[src/rtl/cnt_seq_monitor.sv]
// cnt_seq_monitor: checks a counter stream advances by +1 per sample.
// Tracks legal wraps, sequence errors and loss of lock.
module cnt_seq_monitor #(
  parameter int CNT_W    = 4,
  parameter int WRAP_W   = 8,
  parameter int ERR_W    = 8,
  parameter int LOSS_THR = 3
) (
  input  logic              clk,
  input  logic              rst,
  input  logic [CNT_W-1:0]  cnt_in,
  input  logic              cnt_vld,
  input  logic              clr,
  output logic              locked,
  output logic              wrap_pulse,
  output logic [WRAP_W-1:0] wrap_cnt,
  output logic              err_pulse,
  output logic              err_sticky,
  output logic [ERR_W-1:0]  err_cnt,
  output logic [CNT_W-1:0]  bad_val
);

  typedef enum logic [1:0] {
    S_SYNC,
    S_LOCK,
    S_LOST
  } state_t;

  localparam logic [3:0] LP_THR = 4'(LOSS_THR);

  state_t              r_state;
  state_t              w_next;
  logic [CNT_W-1:0]    r_exp;
  logic [3:0]          r_miss;
  logic                r_locked;
  logic                r_wrap_pulse;
  logic [WRAP_W-1:0]   r_wrap_cnt;
  logic                r_err_pulse;
  logic                r_err_sticky;
  logic [ERR_W-1:0]    r_err_cnt;
  logic [CNT_W-1:0]    r_bad;

  logic                w_seed;
  logic                w_eval;
  logic                w_match;
  logic                w_zero;
  logic                w_wrap;
  logic                w_mis;
  logic [3:0]          w_miss_nx;
  logic                w_loss;

  // Sample qualification; clr drops any simultaneous sample.
  assign w_seed    = cnt_vld & ~clr & (r_state == S_SYNC);
  assign w_eval    = cnt_vld & ~clr & (r_state == S_LOCK);
  assign w_match   = (cnt_in == r_exp);
  assign w_zero    = (cnt_in == '0);
  assign w_wrap    = w_eval & w_match & w_zero;
  assign w_mis     = w_eval & ~w_match & ~w_zero;
  assign w_miss_nx = r_miss + 4'd1;
  assign w_loss    = w_mis & (w_miss_nx == LP_THR);

  // Next-state selection: clr returns to SYNC, LOST is sticky.
  always_comb begin
    w_next = r_state;
    if (clr) begin
      w_next = S_SYNC;
    end else begin
      case (r_state)
        S_SYNC:  if (cnt_vld) w_next = S_LOCK;
        S_LOCK:  if (w_loss)  w_next = S_LOST;
        S_LOST:  w_next = S_LOST;
        default: w_next = S_SYNC;
      endcase
    end
  end

  // State register with registered lock indication.
  always_ff @(posedge clk or posedge rst) begin
    if (rst) begin
      r_state  <= S_SYNC;
      r_locked <= 1'b0;
    end else begin
      r_state  <= w_next;
      r_locked <= (w_next == S_LOCK);
    end
  end

  // Expected value, miss run, statistics and pulses.
  always_ff @(posedge clk or posedge rst) begin
    if (rst) begin
      r_exp        <= '0;
      r_miss       <= '0;
      r_wrap_pulse <= 1'b0;
      r_wrap_cnt   <= '0;
      r_err_pulse  <= 1'b0;
      r_err_sticky <= 1'b0;
      r_err_cnt    <= '0;
      r_bad        <= '0;
    end else begin
      r_wrap_pulse <= w_wrap;
      r_err_pulse  <= w_mis;
      if (clr) begin
        r_exp        <= '0;
        r_miss       <= '0;
        r_wrap_cnt   <= '0;
        r_err_sticky <= 1'b0;
        r_err_cnt    <= '0;
        r_bad        <= '0;
      end else begin
        if (w_seed | w_eval) begin
          r_exp <= cnt_in + CNT_W'(1);
        end
        if (w_seed | (w_eval & ~w_mis)) begin
          r_miss <= '0;
        end
        if (w_wrap) begin
          r_wrap_cnt <= r_wrap_cnt + WRAP_W'(1);
        end
        if (w_mis) begin
          r_miss       <= w_miss_nx;
          r_err_sticky <= 1'b1;
          r_bad        <= cnt_in;
          if (r_err_cnt != '1) begin
            r_err_cnt <= r_err_cnt + ERR_W'(1);
          end
        end
      end
    end
  end

  assign locked     = r_locked;
  assign wrap_pulse = r_wrap_pulse;
  assign wrap_cnt   = r_wrap_cnt;
  assign err_pulse  = r_err_pulse;
  assign err_sticky = r_err_sticky;
  assign err_cnt    = r_err_cnt;
  assign bad_val    = r_bad;

endmodule

[config.mk]
export PLATFORM = sky130hd
export DESIGN_NAME = cnt_seq_monitor
export DESIGN_NICKNAME = d
export VERILOG_FILES = /design/src/rtl/cnt_seq_monitor.sv
export SDC_FILE = /design/constraint.sdc
export NUM_CORES = 1
export LEC_CHECK = 0
export CAP_MARGIN = 0
export CORE_ASPECT_RATIO = 1.5
export CORE_MARGIN = 4
export CORE_UTILIZATION = 51
export CTS_CLUSTER_SIZE = 16
export DETAILED_ROUTE_END_ITERATION = 8
export HOLD_SLACK_MARGIN = 0.03
export PLACE_DENSITY_LB_ADDON = 0.05
export REMOVE_ABC_BUFFERS = 1
export SYNTH_ARGS = -nofsm -noshare
export SYNTH_HDL_FRONTEND = slang
export SYNTH_SLANG_ARGS = --single-unit
[constraint.sdc]
create_clock -name clk -period 2.09 [get_ports clk]
set_input_delay 0.418 -clock clk [delete_from_list [all_inputs] [get_ports clk]]
set_output_delay 0.418 -clock clk [all_outputs]
set_load 0.03 [all_outputs]
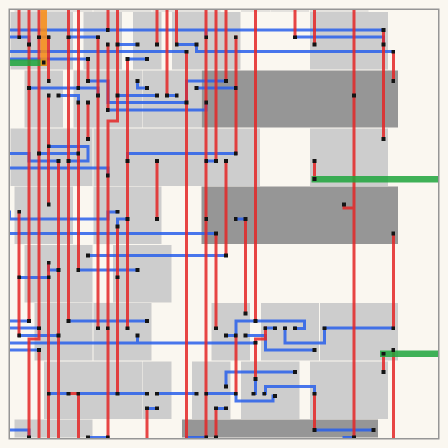
run_1/closeup.png
Window x 32 to 52, y 10 to 30 um. Cells in grey, sequential cells in the stronger grey; small squares are vias.
red -> M2
blue -> M1
orange -> M4
green -> M3
cells with their middle in the window = 27
sequential cells in the window = 2
netlist names of flops here include = bad_val (1), r_exp (1)
most frequent = xor2_1 (4), clkdlybuf4s50_1 (4), buf_4 (3)

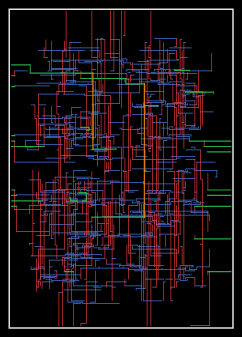
run_1/layers.png
(4 px per um)
red -> M2  # wire length 2100 um
orange -> M4  # wire length 52.4 um
green -> M3  # wire length 165 um
blue -> M1  # wire length 1610 um

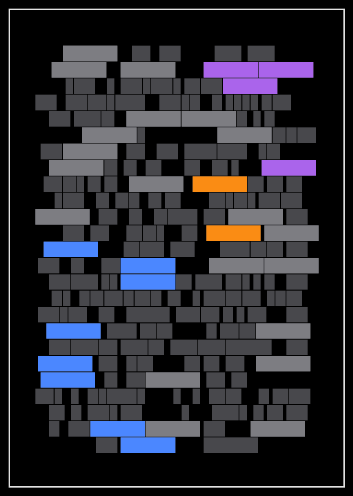
run_1/ff_map.png
(6 px per um)
orange -> r_state  # sequential cells 2
blue -> err_cnt  # sequential cells 8
purple -> r_miss  # sequential cells 4, where upper right

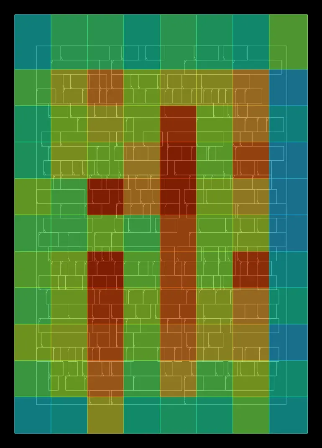
run_1/congestion_map.png
global routing usage on met3: 5.37%
most crowded layer after global routing: met2
met2 routing resource usage after global routing: 34.7%

==> results_dict.tcl, run 1 <==
# metrics dict for downstream scripts
set metrics [dict create \
    cp.arrival_ns 2.19 \
    power_frac_seq_pct 50.6 \
    drv_cap 0 \
    synth_stat.cells 170 \
    swShare_pct 25.1 \
    async_flop_share_pct 100 \
    detail_route.vias_per_cell 5.43 \
    nonClkBufAreaFrac_pct 20.4 \
    leakage_power_nw 1.07 \
    worst_setup_path_startpoint "cnt_in[3]" \
    synth-area-yosys_um2 1730 \
    timing.critical_path.fanout_max 5 \
    layout.cells.most_common "dfrtp_1" \
    area_leaders "dfrtp_1 (49%), xor2_1 (5.6%), nor2_1 (4.8%)" \
    yosysSeqAreaShare_pct 49.2 \
    power.clock.fraction_pct 36.8 \
    n_tap_cell 40 \
    slew_limit_headroom_pct 68.7 \
    area.combinational_um2 845 \
    num_antenna_cells 0 \
    post-route-cell-area_um2 2350 \
    yosysWarnings 0 \
    cts_hold_buffers 0 \
    grt_max_degree 35 \
    cp_num_buf_inv 2 \
    common_cells "dfrtp_1 (34), nor2_1 (22), xor2_1 (11), inv_1 (9), o21ai_0 (9)" \
    final.clkbuf_count 7 \
    filler_cell_count 248 \
    remaining_drc_errors 0 \
    dp.cells 251 \
    post_synth_main_logic_family "simple AND/OR/NAND/NOR gates" \
    min_from "cnt_in[1]" \
    clk_pin_slew_ns 0.06 \
    warning_count 28 \
    final.period_utilization_pct 94.8 \
    pre_cts_slack_ns -0.324 \
    die.size.x_um 55.6 \
    worstPathRequired_ns 2.30 \
    run_status "finished, final reports clean" \
    cts-root-to-sink-buffers 2 \
    grt-ovfl-total 0 \
    detailedRoute.firstIterationViolations 33 \
    yosysMostFrequentCell "dfrtp_1" \
    hold-worst-slack_ns 0.490 \
    seq_area_share_pct 36.2 \
    largest_cell_class_by_area "flip-flops and latches" \
    yosys.cell_types.count 34 \
    insertion_delay_ns 0.28 \
    ioPinCount 32 \
    wl_per_cell_um 15.1 \
    gp_congestion 0.806 \
    layout_top_cells "dfrtp_1 (34), clkdlybuf4s50_1 (29), nor2_1 (21)" \
    final_util_pct 72.9 \
    initial_antenna_violation_count 0 \
    ys_sh_adder_pct 4.34 \
    cell_type_with_the_largest_total_area_after_synthesis "dfrtp_1" \
    first_pass_grt_wire_length_um 6660 \
    grtUsageMet1_pct 21.4 \
    synth-main-ff-cell "dfrtp_1" \
    p_sw_w 0.000339 \
    final-seq-area_um2 851 \
    critical_path.reg2reg.startpoint "r_exp[2]" \
    detailroute.wirelength.met3_um 164 \
    synth-edff-count 0 \
    post_route_cells_drive_above_1_share_pct 17.2 \
    initial_core_util_pct 53.7 \
    globalRouteTotalUtil_pct 19.3 \
    clkSinkCount 34 \
    logic_gates 119 \
    number_of_instances_in_the_synthesized_netlist 170 \
    worst_clock_skew_ns 0.00275 \
    timing.final.setup_violations 0 \
    finish.cell_count_without_fillers 261 \
    clock-root-buffer "clkbuf_8" \
]
==> run 1: final timing paths <==
| check | end | depth (start not counted) |
|---|---|---|
| worst max-delay path | err_cnt[5] | 6 |
| worst min-delay path | bad_val[1] | 3 |
| worst min register to register | bad_val[1] | 2 |
| worst max register to register | r_state[0] | 5 |
| max in group asynchronous | err_cnt[5] | 3 |
| min in group asynchronous | r_miss[1] | 3 |
==> run 1: power by group through the flow <==
stage          Clock [W]  Sequential (W)  Combinational [W]
6_report        0.000499        0.000686           0.000170
5_1_grt         0.000547        0.000687           0.000186
4_1_cts         0.000506        0.000686           0.000166
3_5_place_dp           0        0.000698           0.000163
3_3_place_gp           0        0.000696           0.000157
2_1_floorplan          0        0.000712          0.0000626
run_1/clock_wires.png
(3 px per um)
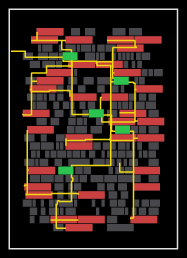

==> inputs of run 2 (changes only) <==
Settings changed: PLACE_DENSITY set to 0.85, PLACE_DENSITY_LB_ADDON 0.05 to not set.
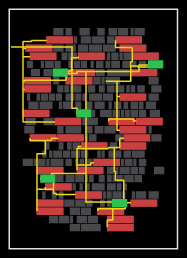
run_2/clock_wires.png
(3 px per um)
green -> clock-net drivers  # count 5
red -> flip-flops  # count 34
yellow -> clock wires  # length 428 um
routed clock nets = 6
Clk power: 0.000501 W
Worst Clk Skew: 0.00780 ns

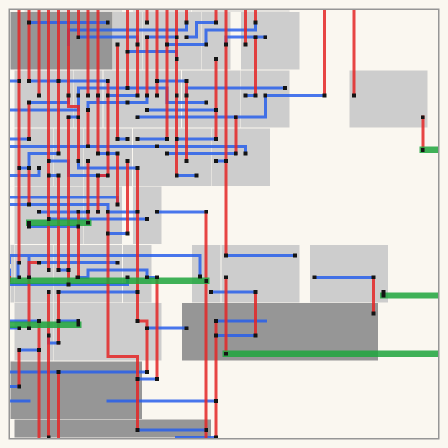
run_2/closeup.png
Window x 32 to 52, y 10 to 30 um. Cells in grey, sequential cells in the stronger grey; small squares are vias.
blue -> M1
green -> M3
red -> M2
cells with their middle in the window = 29
netlist names of flops here include = r_miss (2), err_pulse (1)
sequential cells in the window = 3

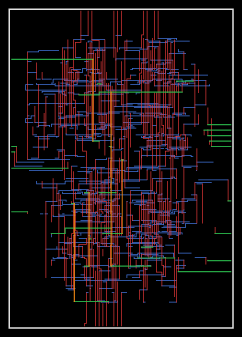
run_2/layers.png
(4 px per um)
red -> M2  # wire length 2330 um
green -> M3  # wire length 184 um
orange -> M4  # wire length 125 um
blue -> M1  # wire length 1460 um

==> run 2 against run 1 <==
Net effect: cell count fell by 0.77%; setup slack got worse by 0.025 ns; register-to-register slack got worse by 0.18 ns; critical endpoint is now err_cnt[2]; non-clock buffer count fell by 2.
==> results_dict.tcl, run 2 <==
# metrics dict for downstream scripts
set metrics [dict create \
    run_status "finished, final reports clean" \
    area.combinational_um2 841 \
    cp.arrival_ns 2.17 \
    post_synth_main_logic_family "simple AND/OR/NAND/NOR gates" \
    initial_core_util_pct 53.7 \
    final-seq-area_um2 851 \
    final_util_pct 71.9 \
    ioPinCount 32 \
    clkSinkCount 34 \
    synth-area-yosys_um2 1730 \
    leakage_power_nw 1.06 \
    hold-worst-slack_ns 0.457 \
    post_route_cells_drive_above_1_share_pct 16.0 \
    first_pass_grt_wire_length_um 6610 \
    cp_num_buf_inv 2 \
    nonClkBufAreaFrac_pct 19.4 \
    yosysWarnings 0 \
    worstHoldPathCells 3 \
    detailroute.wirelength.met3_um 183 \
    filler_cell_count 215 \
    number_of_instances_in_the_synthesized_netlist 170 \
    final.clkbuf_count 7 \
    clock_period_minus_final_worst_setup_slack_ns 2.01 \
    seq_area_share_pct 36.7 \
    finish.cell_count_without_fillers 259 \
    num_antenna_cells 0 \
    critical_path.reg2reg.startpoint "err_cnt[0]" \
    area_leaders "dfrtp_1 (49%), xor2_1 (5.6%), nor2_1 (4.8%)" \
    synth-edff-count 0 \
    die.size.x_um 55.6 \
    largest_cell_class_by_area "flip-flops and latches" \
    min_from "cnt_in[1]" \
    cts-root-to-sink-buffers 2 \
    globalRouteTotalUtil_pct 19.2 \
    grtUsageMet2_pct 36.7 \
    logic_gates 119 \
    layout.cells.most_common "dfrtp_1" \
    detail_route.vias_per_cell 5.51 \
    hold_violations 0 \
    remaining_drc_errors 0 \
    grt-busiest-layer "met2" \
    cell_type_with_the_largest_total_area_after_synthesis "dfrtp_1" \
    warning_count 28 \
    cts_hold_buffers 0 \
    yosysSeqAreaShare_pct 49.2 \
    wl_per_cell_um 15.8 \
    gp_congestion 0.856 \
    slew_limit_headroom_pct 54.1 \
    async_flop_share_pct 100 \
    pre_cts_slack_ns -0.353 \
    yosysMostFrequentCell "dfrtp_1" \
    dp.cells 249 \
    insertion_delay_ns 0.29 \
    grt-ovfl-total 0 \
    detailedRoute.firstIterationViolations 37 \
    drv_cap 0 \
    synth_stat.cells 170 \
    ff2ff_path_depth 7 \
    rr_endpoint "err_cnt[2]" \
    hpwl_um 2910 \
    grt_max_degree 35 \
    grtUsageMet1_pct 18.2 \
    clock-root-buffer "clkbuf_8" \
    global_routing_usage_on_met3_pct 5.37 \
    synth-main-ff-cell "dfrtp_1" \
    layout_top_cells "dfrtp_1 (34), clkdlybuf4s50_1 (29), nor2_1 (21)" \
    final.period_utilization_pct 96.0 \
    hold_path_end "bad_val[1]" \
    n_tap_cell 40 \
]
## run 2: cell counts after synthesis
Identical to the previous run, type by type.
## run 2: how the worst max path moves through the flow
stage                       endpoint  cells past startpoint  startpoint  slack, ns
after global placement    err_cnt[7]                      8   cnt_in[0]      -0.25
after CTS                 err_cnt[4]                      8   cnt_in[0]      -0.05
after global routing      err_cnt[2]                      7  err_cnt[0]       0.04
final                     err_cnt[2]                      7   cnt_in[2]       0.08
after floorplan               locked                      5   cnt_in[0]       0.06
after detailed placement  err_cnt[4]                      8   cnt_in[0]      -0.35
## run 2: report_power, final
group / switching, W / internal [W]
logic: 0.0000942 / 0.0000696
registers: 0.0000126 / 0.000674
clock network: 0.000235 / 0.000265
total: 0.000342 / 0.00101
Power is estimated from default activity; no workload was simulated.
